File: src/rtl/mem_port_arbiter_pkg.sv
// Shared types for the unified-memory port arbiter: ownership, FSM states and counter widths.
package mem_port_arbiter_pkg;

  typedef enum logic [1:0] {
    OWN_NONE = 2'd0,
    OWN_IF   = 2'd1,
    OWN_DM   = 2'd2
  } owner_e;

  typedef enum logic [1:0] {
    ARB_IDLE   = 2'd0,
    ARB_ACCESS = 2'd1,
    ARB_RESP   = 2'd2
  } arb_state_e;

  // Sized for the largest legal MEM_LATENCY (7) and STARVE_LIMIT (15).
  localparam int unsigned CNT_W    = 3;
  localparam int unsigned STARVE_W = 4;

  function automatic logic grant_slot(input arb_state_e st);
    return (st == ARB_IDLE) || (st == ARB_RESP);
  endfunction

endpackage

File: src/rtl/mem_port_arbiter_if.sv
// Requester-side and memory-side buses of the arbiter; slave = arbiter view, master = requesters + memory.
interface mem_port_arbiter_if #(
  parameter int unsigned XLEN = 32
);
  logic                   if_req_i;
  logic [XLEN-1:0]        if_addr_i;
  logic                   if_gnt_o;
  logic                   if_rvalid_o;
  logic [XLEN-1:0]        if_rdata_o;

  logic                   dm_req_i;
  logic                   dm_we_i;
  logic [XLEN-1:0]        dm_addr_i;
  logic [XLEN-1:0]        dm_wdata_i;
  logic [XLEN/8-1:0]      dm_be_i;
  logic                   dm_gnt_o;
  logic                   dm_rvalid_o;
  logic [XLEN-1:0]        dm_rdata_o;

  logic                   mem_req_o;
  logic                   mem_we_o;
  logic [XLEN-1:0]        mem_addr_o;
  logic [XLEN-1:0]        mem_wdata_o;
  logic [XLEN/8-1:0]      mem_be_o;
  logic [XLEN-1:0]        mem_rdata_i;

  modport slave (
    input  if_req_i, if_addr_i,
    input  dm_req_i, dm_we_i, dm_addr_i, dm_wdata_i, dm_be_i,
    input  mem_rdata_i,
    output if_gnt_o, if_rvalid_o, if_rdata_o,
    output dm_gnt_o, dm_rvalid_o, dm_rdata_o,
    output mem_req_o, mem_we_o, mem_addr_o, mem_wdata_o, mem_be_o
  );

  modport master (
    output if_req_i, if_addr_i,
    output dm_req_i, dm_we_i, dm_addr_i, dm_wdata_i, dm_be_i,
    output mem_rdata_i,
    input  if_gnt_o, if_rvalid_o, if_rdata_o,
    input  dm_gnt_o, dm_rvalid_o, dm_rdata_o,
    input  mem_req_o, mem_we_o, mem_addr_o, mem_wdata_o, mem_be_o
  );

endinterface

File: src/rtl/mem_arb_pick.sv
// Combinational winner selection; if_prio_i says whether fetch takes a tie
// (starvation guard tripped, or data won last in round-robin builds).
module mem_arb_pick
  import mem_port_arbiter_pkg::*;
(
  input  arb_state_e state_i,
  input  logic       en_i,
  input  logic       if_req_i,
  input  logic       dm_req_i,
  input  logic       if_prio_i,
  output owner_e     win_o
);

  always_comb begin
    win_o = OWN_NONE;
    if (en_i && grant_slot(state_i)) begin
      if (if_req_i && dm_req_i) begin
        win_o = if_prio_i ? OWN_IF : OWN_DM;
      end else if (dm_req_i) begin
        win_o = OWN_DM;
      end else if (if_req_i) begin
        win_o = OWN_IF;
      end
    end
  end

endmodule

File: src/rtl/mem_port_arbiter.sv
// Fetch/data arbiter for one single-port fixed-latency memory. Define MEM_ARB_ROUND_ROBIN_EN
// to replace fixed priority (data first, fetch starvation guard) with round-robin on ties.
module mem_port_arbiter
  import mem_port_arbiter_pkg::*;
#(
  parameter int unsigned XLEN         = 32,
  parameter int unsigned MEM_LATENCY  = 1,
  parameter int unsigned STARVE_LIMIT = 4
) (
  input  logic               clk_i,
  input  logic               rst_i,
  mem_port_arbiter_if.slave  bus
);

  if (MEM_LATENCY < 1 || MEM_LATENCY > 7) begin : g_bad_latency
    $error("mem_port_arbiter: MEM_LATENCY out of range 1..7");
  end
  if (STARVE_LIMIT < 1 || STARVE_LIMIT > 15) begin : g_bad_starve
    $error("mem_port_arbiter: STARVE_LIMIT out of range 1..15");
  end

  localparam logic [CNT_W-1:0] LAT = CNT_W'(MEM_LATENCY);

  arb_state_e       state_q;
  owner_e           owner_q;
  logic             we_q;
  logic [CNT_W-1:0] cnt_q;
  logic [CNT_W-1:0] cnt_d;
  owner_e           win;
  logic             if_prio;
  logic             resp;

`ifdef MEM_ARB_ROUND_ROBIN_EN
  logic last_dm_q;
  assign if_prio = last_dm_q;
`else
  localparam logic [STARVE_W-1:0] STARVE_MAX = STARVE_W'(STARVE_LIMIT);
  logic [STARVE_W-1:0] starve_q;
  logic [STARVE_W-1:0] starve_d;
  assign if_prio = (starve_q == STARVE_MAX);

  always_comb begin
    starve_d = starve_q;
    if (win == OWN_IF) begin
      starve_d = '0;
    end else if (win == OWN_DM && bus.if_req_i && starve_q != STARVE_MAX) begin
      starve_d = starve_q + 1'b1;
    end
  end
`endif

  mem_arb_pick u_pick (
    .state_i   (state_q),
    .en_i      (!rst_i),
    .if_req_i  (bus.if_req_i),
    .dm_req_i  (bus.dm_req_i),
    .if_prio_i (if_prio),
    .win_o     (win)
  );

  logic [XLEN-1:0]   addr_mux;
  logic [XLEN-1:0]   wdata_mux;
  logic [XLEN/8-1:0] be_mux;

  always_comb begin
    addr_mux  = '0;
    wdata_mux = '0;
    be_mux    = '0;
    case (win)
      OWN_IF: addr_mux = bus.if_addr_i;
      OWN_DM: begin
        addr_mux  = bus.dm_addr_i;
        wdata_mux = bus.dm_wdata_i;
        be_mux    = bus.dm_be_i;
      end
      default: ;
    endcase
  end

  assign bus.if_gnt_o    = (win == OWN_IF);
  assign bus.dm_gnt_o    = (win == OWN_DM);
  assign bus.mem_req_o   = (win != OWN_NONE);
  assign bus.mem_we_o    = (win == OWN_DM) && bus.dm_we_i;
  assign bus.mem_addr_o  = addr_mux;
  assign bus.mem_wdata_o = wdata_mux;
  assign bus.mem_be_o    = be_mux;

  // RESP coincides with the cycle the memory presents read data.
  assign resp            = (state_q == ARB_RESP) && !rst_i;
  assign bus.if_rvalid_o = resp && (owner_q == OWN_IF);
  assign bus.dm_rvalid_o = resp && (owner_q == OWN_DM);
  assign bus.if_rdata_o  = bus.if_rvalid_o ? bus.mem_rdata_i : '0;
  assign bus.dm_rdata_o  = (bus.dm_rvalid_o && !we_q) ? bus.mem_rdata_i : '0;

  assign cnt_d = cnt_q + 1'b1;

  always_ff @(posedge clk_i) begin
    if (rst_i) begin
      state_q  <= ARB_IDLE;
      owner_q  <= OWN_NONE;
      we_q     <= 1'b0;
      cnt_q    <= '0;
`ifdef MEM_ARB_ROUND_ROBIN_EN
      last_dm_q <= 1'b0;
`else
      starve_q <= '0;
`endif
    end else begin
`ifdef MEM_ARB_ROUND_ROBIN_EN
      if (win != OWN_NONE) begin
        last_dm_q <= (win == OWN_DM);
      end
`else
      starve_q <= starve_d;
`endif
      case (state_q)
        ARB_IDLE, ARB_RESP: begin
          if (win != OWN_NONE) begin
            owner_q <= win;
            we_q    <= (win == OWN_DM) && bus.dm_we_i;
            cnt_q   <= CNT_W'(1);
            state_q <= (LAT == CNT_W'(1)) ? ARB_RESP : ARB_ACCESS;
          end else begin
            owner_q <= OWN_NONE;
            we_q    <= 1'b0;
            cnt_q   <= '0;
            state_q <= ARB_IDLE;
          end
        end
        ARB_ACCESS: begin
          cnt_q <= cnt_d;
          if (cnt_d == LAT) begin
            state_q <= ARB_RESP;
          end
        end
        default: state_q <= ARB_IDLE;
      endcase
    end
  end

  always_ff @(posedge clk_i) begin
    if (!rst_i) begin
      assert (!(bus.if_gnt_o && bus.dm_gnt_o));
    end
  end

endmodule

File: src/flat_wrapper.sv
// flat-port wrapper written by rule: the top's interface ports become plain ports
module mem_port_arbiter_flat import mem_port_arbiter_pkg::*;
#(
  parameter int unsigned XLEN         = 32,
  parameter int unsigned MEM_LATENCY  = 1,
  parameter int unsigned STARVE_LIMIT = 4
)
  (clk_i, rst_i, bus_if_req_i, bus_if_addr_i, bus_dm_req_i, bus_dm_we_i, bus_dm_addr_i, bus_dm_wdata_i, bus_dm_be_i, bus_mem_rdata_i, bus_if_gnt_o, bus_if_rvalid_o, bus_if_rdata_o, bus_dm_gnt_o, bus_dm_rvalid_o, bus_dm_rdata_o, bus_mem_req_o, bus_mem_we_o, bus_mem_addr_o, bus_mem_wdata_o, bus_mem_be_o);
  mem_port_arbiter_if #(.XLEN(XLEN)) bus_i ();
  input  logic clk_i;
  input  logic rst_i;
  input wire logic [$bits(bus_i.if_req_i)-1:0] bus_if_req_i;
  input wire logic [$bits(bus_i.if_addr_i)-1:0] bus_if_addr_i;
  input wire logic [$bits(bus_i.dm_req_i)-1:0] bus_dm_req_i;
  input wire logic [$bits(bus_i.dm_we_i)-1:0] bus_dm_we_i;
  input wire logic [$bits(bus_i.dm_addr_i)-1:0] bus_dm_addr_i;
  input wire logic [$bits(bus_i.dm_wdata_i)-1:0] bus_dm_wdata_i;
  input wire logic [$bits(bus_i.dm_be_i)-1:0] bus_dm_be_i;
  input wire logic [$bits(bus_i.mem_rdata_i)-1:0] bus_mem_rdata_i;
  output wire logic [$bits(bus_i.if_gnt_o)-1:0] bus_if_gnt_o;
  output wire logic [$bits(bus_i.if_rvalid_o)-1:0] bus_if_rvalid_o;
  output wire logic [$bits(bus_i.if_rdata_o)-1:0] bus_if_rdata_o;
  output wire logic [$bits(bus_i.dm_gnt_o)-1:0] bus_dm_gnt_o;
  output wire logic [$bits(bus_i.dm_rvalid_o)-1:0] bus_dm_rvalid_o;
  output wire logic [$bits(bus_i.dm_rdata_o)-1:0] bus_dm_rdata_o;
  output wire logic [$bits(bus_i.mem_req_o)-1:0] bus_mem_req_o;
  output wire logic [$bits(bus_i.mem_we_o)-1:0] bus_mem_we_o;
  output wire logic [$bits(bus_i.mem_addr_o)-1:0] bus_mem_addr_o;
  output wire logic [$bits(bus_i.mem_wdata_o)-1:0] bus_mem_wdata_o;
  output wire logic [$bits(bus_i.mem_be_o)-1:0] bus_mem_be_o;
  assign bus_i.if_req_i = bus_if_req_i;
  assign bus_i.if_addr_i = bus_if_addr_i;
  assign bus_i.dm_req_i = bus_dm_req_i;
  assign bus_i.dm_we_i = bus_dm_we_i;
  assign bus_i.dm_addr_i = bus_dm_addr_i;
  assign bus_i.dm_wdata_i = bus_dm_wdata_i;
  assign bus_i.dm_be_i = bus_dm_be_i;
  assign bus_i.mem_rdata_i = bus_mem_rdata_i;
  assign bus_if_gnt_o = bus_i.if_gnt_o;
  assign bus_if_rvalid_o = bus_i.if_rvalid_o;
  assign bus_if_rdata_o = bus_i.if_rdata_o;
  assign bus_dm_gnt_o = bus_i.dm_gnt_o;
  assign bus_dm_rvalid_o = bus_i.dm_rvalid_o;
  assign bus_dm_rdata_o = bus_i.dm_rdata_o;
  assign bus_mem_req_o = bus_i.mem_req_o;
  assign bus_mem_we_o = bus_i.mem_we_o;
  assign bus_mem_addr_o = bus_i.mem_addr_o;
  assign bus_mem_wdata_o = bus_i.mem_wdata_o;
  assign bus_mem_be_o = bus_i.mem_be_o;
  mem_port_arbiter #(.XLEN(XLEN), .MEM_LATENCY(MEM_LATENCY), .STARVE_LIMIT(STARVE_LIMIT)) u_core (.clk_i(clk_i), .rst_i(rst_i), .bus(bus_i));
endmodule
File: config.mk
export PLATFORM = sky130hd
export DESIGN_NAME = mem_port_arbiter_flat
export DESIGN_NICKNAME = d
export VERILOG_FILES = /design/src/rtl/mem_port_arbiter_pkg.sv /design/src/rtl/mem_port_arbiter_if.sv /design/src/rtl/mem_arb_pick.sv /design/src/rtl/mem_port_arbiter.sv /design/src/flat_wrapper.sv
export SDC_FILE = /design/constraint.sdc
export NUM_CORES = 1
export LEC_CHECK = 0
export CAP_MARGIN = 15
export CORE_AREA = 2 2 107 109
export CTS_BUF_LIST = sky130_fd_sc_hd__clkbuf_16
export CTS_CLUSTER_DIAMETER = 40
export DETAILED_ROUTE_END_ITERATION = 10
export DIE_AREA = 0 0 109 111
export PLACE_DENSITY = 0.64
export SLEW_MARGIN = 0
export SYNTH_ARGS = -nofsm -noshare
export SYNTH_HDL_FRONTEND = slang
export SYNTH_HIERARCHICAL = 1
export SYNTH_SLANG_ARGS = --single-unit
export TNS_END_PERCENT = 1
File: constraint.sdc
create_clock -name clk_i -period 3 [get_ports clk_i]
set_clock_uncertainty 0.15 [all_clocks]
set_input_delay 0.45 -clock clk_i [delete_from_list [all_inputs] [get_ports clk_i]]
set_output_delay 0.45 -clock clk_i [all_outputs]
set_load 0.1 [all_outputs]
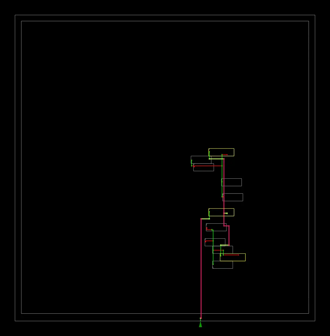
Fig. 1. The clock network (run 1).
Clk. pwr: 224 µW
layout clock buffer count: 3

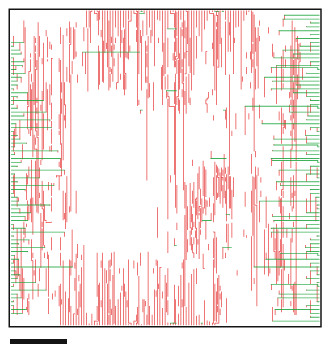
Fig. 2. Metal layers overlaid (run 1).
Bar = 20 µm. Only two layers are drawn.
color	layer	wire length
red	met2	5530 µm
green	met3	1140 µm

==> flow_summary.toml, run 1 <==
# physical design summary
[yosys]
postSynthSeqShare = 0.0968
ys.flops = 8
ys_cells = 236
aoi_share = 0.181
netlist_area_um2 = 1650
ys_sh_simple = 0.597
yosys-stat-area_um2 = 1650
adder_share = 0.0454
avgSynthCellArea_um2 = 7.01
ys_warn_count = 6
xor_area_frac = 0

[floorplan]
num_rows = 39
initial_core_util = 0.149
chipHeight_um = 111
chipArea_um2 = 12100
ios = 275
die_x_um = 109

[layout]
antenna_cells = 0
reg.largest.list = "u_core/starve_q x4, u_core/owner_q x2"
fillers = 867
comb_area_um2 = 1810
regArea_um2 = 160
drive_gt1_frac = 0.496
stdcell_area_um2 = 6620
largest-register = "u_core/starve_q"
largest_reg_flops = 4
stdcell_count = 653
nets = 655

[drt]
routedWlPerCell_um = 15.3
vias = 2775
drt-total-wl_um = 9980
drc = 0
antenna_left = 0
viasPerCell = 4.25

[cts]
cts_tree = "built"
insertion_delay_ns = 0.23
root_buffer = "clkbuf_16"
h-tree-depth = 1
cts_hold_buf = 0
postCtsSetupBuffers = 3
cts_resized = 8
clkTransAtPathRegs_ns = 0.04
cts_buffers = 3

[worst_setup_path]
r2r_setup_slack_ns = 0.45
timing.rr.end = "u_core/starve_q[3]"
r2r_start = "u_core/starve_q[0]"
r2r_cells = 12
crit_type = "reg -> out"
cp.depth = 11
cp.arrival_ns = 2.29
max_stage_delay_ns = 0.37
critPathBufInv = 5
cpMostUsedCell = "inv_1"
path_delay_family = "buffers and inverters"
start_kind = "register"

[grt]
antenna_found_initial = 0
grt_usage = 0.146
grt_pass1_vias = 2782
overflow = 0
grt_pass1_wl_um = 14100

[place]
place.gp.congestion = 0.796
hpwl_um = 7970
dp_slack_ns = 0.0407
portBuffers = 274
place_area_um2 = 6240

[sta]
fin_ws_ns = 0.110
setup_viol = 0
tns_ns = 0
hold_viol_final = 0
slew_viol_final = 0
hold_ws_ns = 0.337
fmax_mhz = 346

[power]
leakagePower_nw = 2.45
p_total_uw = 905
ir_drop_uv = 128
p_per_area_nw_per_um2 = 137

[run]
warnings = 32

[worst_hold_path]
min-delay-start = "u_core/starve_q[2]"
hold-path-cell-count = 1
min_to = "u_core/starve_q[2]"

[outcome]
outcome = "complete, no violations"
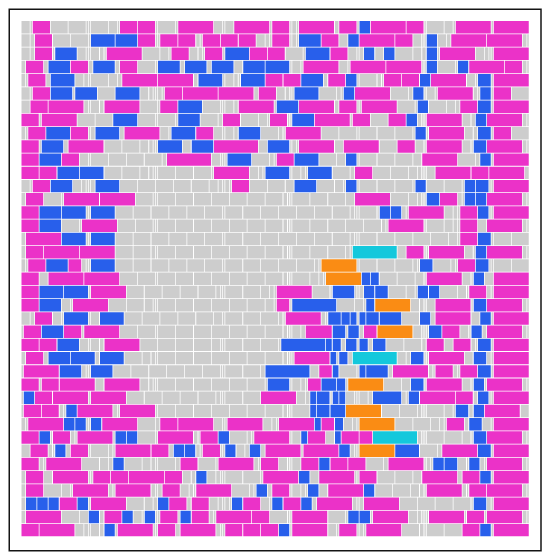
Fig. 3. Cell classes on the final placement (run 1).
Fill, decap, tap and diode cells in gray.
color	class	cells	share of their area
blue	all other logic	209	29%
orange	flip-flops	8	2.5%
cyan	cells driving clock nets	3	1.2%
magenta	other buffers and delay cells	290	68%
final core occ: 0.598
Core ar.: 11100 µm²
Seq area share: 0.0242

==> run 1: layout make-up <==
type                            instances  share of cell area
Clock buffer                            3              0.0113
Tap cell                              143              0.0270
Sequential cell                         8              0.0242
Multi-Input combinational cell        201               0.274
Timing Repair Buffer                  290               0.659
Inverter                                8             0.00454
==> run 1: how the worst max path moves through the flow <==
stage                  startpoint            endpoint  slack (ns)
3_3_place_gp                rst_i  bus_mem_addr_o[19]        0.09
2_1_floorplan  u_core/starve_q[0]  bus_mem_addr_o[11]       -0.27
5_1_grt        u_core/starve_q[0]  bus_mem_addr_o[18]      -0.004
4_1_cts        u_core/starve_q[0]  bus_mem_addr_o[28]       -0.02
6_report       u_core/starve_q[0]  bus_mem_addr_o[18]        0.11
3_5_place_dp                rst_i  bus_mem_addr_o[18]        0.04
==> run 1: where the power goes <==
part	internal (mW)	switching [mW]	total [mW]
combinational	0.305	0.268	0.572
clock	0.172	0.0521	0.224
sequential	0.108	0.000863	0.109
==> run 1: layer usage <==
layer | global-route usage | vias to the layer above | wire length (µm)
li1 | - | 1325 | -
met1 | 0.137 | 1267 | 3110
met2 | 0.293 | 168 | 5530
met3 | 0.0447 | 15 | 1140
met4 | 0.0393 | 0 | 201
met5 | 0 | - | 0
==> run 1: synth_stat cells (all sizes together) <==
cell,instances,share of area
a31oi,1,0.0038
and2,103,0.41
nor3,2,0.0061
a21boi,3,0.014
nand3,3,0.0091
or4,1,0.0045
a21oi,2,0.0061
dfxtp,8,0.097
nor2b,33,0.13
a22oi,32,0.15
inv,8,0.018
and4bb,2,0.017
nand2,1,0.0023
and3,1,0.0038
o21ai,4,0.012
nand3b,3,0.014
nor2,2,0.0045
conb,1,0.0023
ha,6,0.045
buf,4,0.023
clkbuf,16,0.036
==> run 1: cells in the final DEF, fill, tap and decap left out <==
| cell | netlist | routed |
|---|---|---|
| a21boi_0 | 3 | 3 |
| a21oi_2 | 0 | 2 |
| a22oi_2 | 0 | 32 |
| a31oi_1 | 1 | 1 |
| and2_1 | 81 | 81 |
| and2_2 | 22 | 22 |
| and3_1 | 1 | 1 |
| and4bb_2 | 1 | 1 |
| and4bb_4 | 1 | 1 |
| buf_12 | 0 | 144 |
| buf_4 | 0 | 7 |
| buf_8 | 0 | 1 |
| clkbuf_16 | 0 | 5 |
| clkdlybuf4s50_1 | 0 | 136 |
| conb_1 | 1 | 2 |
| dfxtp_1 | 8 | 8 |
| ha_1 | 6 | 3 |
| ha_4 | 0 | 3 |
| inv_1 | 8 | 6 |
| inv_2 | 0 | 2 |
| nand2_1 | 1 | 1 |
| nand3_1 | 3 | 3 |
| nand3b_1 | 3 | 3 |
| nor2_1 | 2 | 2 |
| nor2b_4 | 1 | 33 |
| nor3_1 | 2 | 2 |
| o21ai_0 | 4 | 4 |
| or4_1 | 1 | 1 |
==> run 1: worst register-to-register path, delay by kind of cell (launching register included) <==
kind | cells | cell delay, ns
AOI/OAI and AO/OA | 2 | 0.24
adders and majority gates | 2 | 0.43
DFF | 1 | 0.37
and+or+nand+nor | 3 | 0.73
buffers and inverters | 5 | 0.55
Fig. 4: run 1, clock network drawn from the DEF
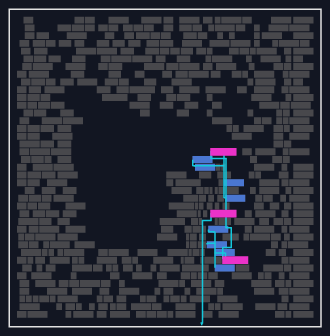

## Run 2: what changed since run 1
--- a/config.mk
+++ b/config.mk
@@ -6,12 +6,12 @@
 export NUM_CORES = 1
 export LEC_CHECK = 0
 export CAP_MARGIN = 15
-export CORE_AREA = 2 2 107 109
+export CORE_AREA = 3 3 105 107
 export CTS_BUF_LIST = sky130_fd_sc_hd__clkbuf_16
 export CTS_CLUSTER_DIAMETER = 40
 export DETAILED_ROUTE_END_ITERATION = 10
-export DIE_AREA = 0 0 109 111
-export PLACE_DENSITY = 0.64
+export DIE_AREA = 0 0 108 110
+export PLACE_DENSITY = 0.67
 export SLEW_MARGIN = 0
 export SYNTH_ARGS = -nofsm -noshare
 export SYNTH_HDL_FRONTEND = slang
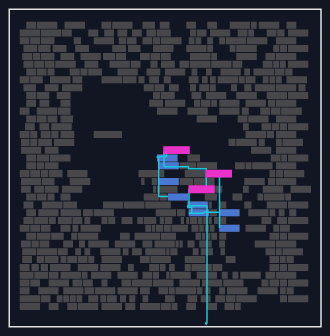
Fig. 5. Clock network drawn from the DEF (run 2).
[blue] flip-flops | count: 8
[magenta] cells driving clock nets | count: 3
[cyan] clock wires | length: 146 µm
flops lie	center
Clk. pwr: 218 µW
Clock Power Share: 0.248
Skew-Pair Late Insertion Delay: 0.23 ns

==> flow_summary.toml, run 2 <==
# physical design summary
[place]
dp_slack_ns = -0.0305
place.gp.congestion = 0.758
portBuffers = 274

[floorplan]
initial_core_util = 0.162
chipHeight_um = 110
fp.coreArea_um2 = 10200
die_x_um = 108
chipArea_um2 = 11900

[yosys]
ys_warn_count = 6
common_cells = "81 x and2_1, 32 x a22oi_1, 32 x nor2b_1, 22 x and2_2, 16 x clkbuf_1"
netlist_area_um2 = 1650
top_area_frac = 0.306
ys_cells = 236
postSynthSeqShare = 0.0968
yosys-stat-area_um2 = 1650
flop_cell = "dfxtp_1"
avgSynthCellArea_um2 = 7.01
area_leaders = "and2_1 31%, a22oi_1 15%, nor2b_1 12%"
top_area_cell = "and2_1"

[cts]
cts_hold_buf = 0
root_buffer = "clkbuf_16"
cts_buffers = 3
h-tree-depth = 1
clkTransAtPathRegs_ns = 0.04

[grt]
grt_pass1_wl_um = 15100

[layout]
final_core_util = 0.633
largest-register = "u_core/starve_q"
mostFrequentLayoutCells = "143 x buf_12, 135 x clkdlybuf4s50_1, 81 x and2_1"
nets = 654

[worst_setup_path]
max_stage_delay_ns = 0.33
start_kind = "register"
cp.arrival_ns = 2.31
crit_type = "reg -> out"

[sta]
fin_ws_ns = 0.0864
hold_viol_final = 0
slew_viol_final = 0
hold_ws_ns = 0.350

[drt]
drt-total-wl_um = 10500
antenna_left = 0
vias = 2745

[power]
power.internal_uw = 575
p_per_area_nw_per_um2 = 136
leakagePower_nw = 2.43

[run]
warnings = 32

[outcome]
outcome = "complete, no violations"
## run 2: final cells by class
type | instances | area, µm² | share of cell area
multi-input cells | 201 | 1710 | 0.264
well taps | 136 | 170 | 0.0263
flip-flops and latches | 8 | 160 | 0.0247
inverters | 8 | 30.0 | 0.00464
repair buffers | 289 | 4330 | 0.669
clock buffers | 3 | 75.1 | 0.0116
## run 2: what timing repair did
| item | 4_1_cts | 5_1_grt |
|---|---|---|
| gates resized | 10 | 12 |
| setup endpoints to repair | 52 | 68 |
| pin swaps | 0 | 1 |
| setup buffers | 4 | 2 |
| gates cloned | 1 | 0 |
## run 2: cell families (layout without fill, tap and decap cells)
family | count (synthesis) | in the layout | share of synthesized area
AOI/OAI and AO/OA | 42 | 42 | 0.181
adders and majority gates | 6 | 6 | 0.0454
buffers and inverters | 28 | 300 | 0.0779
DFF | 8 | 8 | 0.0968
other | 1 | 2 | 0.00227
and+or+nand+nor | 151 | 151 | 0.597
## run 2: metrics by stage
stage          power, mW  TNS, ns
2_1_floorplan      0.345    -9.61
3_3_place_gp       0.638        0
3_5_place_dp       0.646  -0.0507
4_1_cts            0.885        0
5_1_grt            0.918  -0.0230
6_report           0.882        0
## run 2: layer usage
layer  vias to the layer above  track usage  wire length, µm
met2                       165        0.332             5860
met1                      1244        0.152             3240
met3                        10       0.0524             1220
met4                         0       0.0361              139
li1                       1326            -                -
met5                         -            0                0
## run 2: worst paths after layout
check / start / endpoint / slack, ns / cells past startpoint
setup / recovery: u_core/starve_q[0] / bus_mem_addr_o[25] / 0.09 / 12
setup reg to reg: u_core/starve_q[0] / u_core/starve_q[3] / 0.40 / 12
hold reg to reg: u_core/starve_q[2] / u_core/starve_q[2] / 0.35 / 1
hold / removal: u_core/starve_q[2] / u_core/starve_q[2] / 0.35 / 1
## run 2: power by group through the flow
| stage | combinational [mW] | sequential [mW] | clock, mW |
|---|---|---|---|
| final | 0.555 | 0.109 | 0.218 |
| after global routing | 0.577 | 0.109 | 0.232 |
| after CTS | 0.554 | 0.109 | 0.223 |
| after detailed placement | 0.535 | 0.111 | 0 |
| after global placement | 0.528 | 0.111 | 0 |
| after floorplan | 0.234 | 0.110 | 0 |
Power figures rest on the tool's default switching activity, not on a simulated workload.
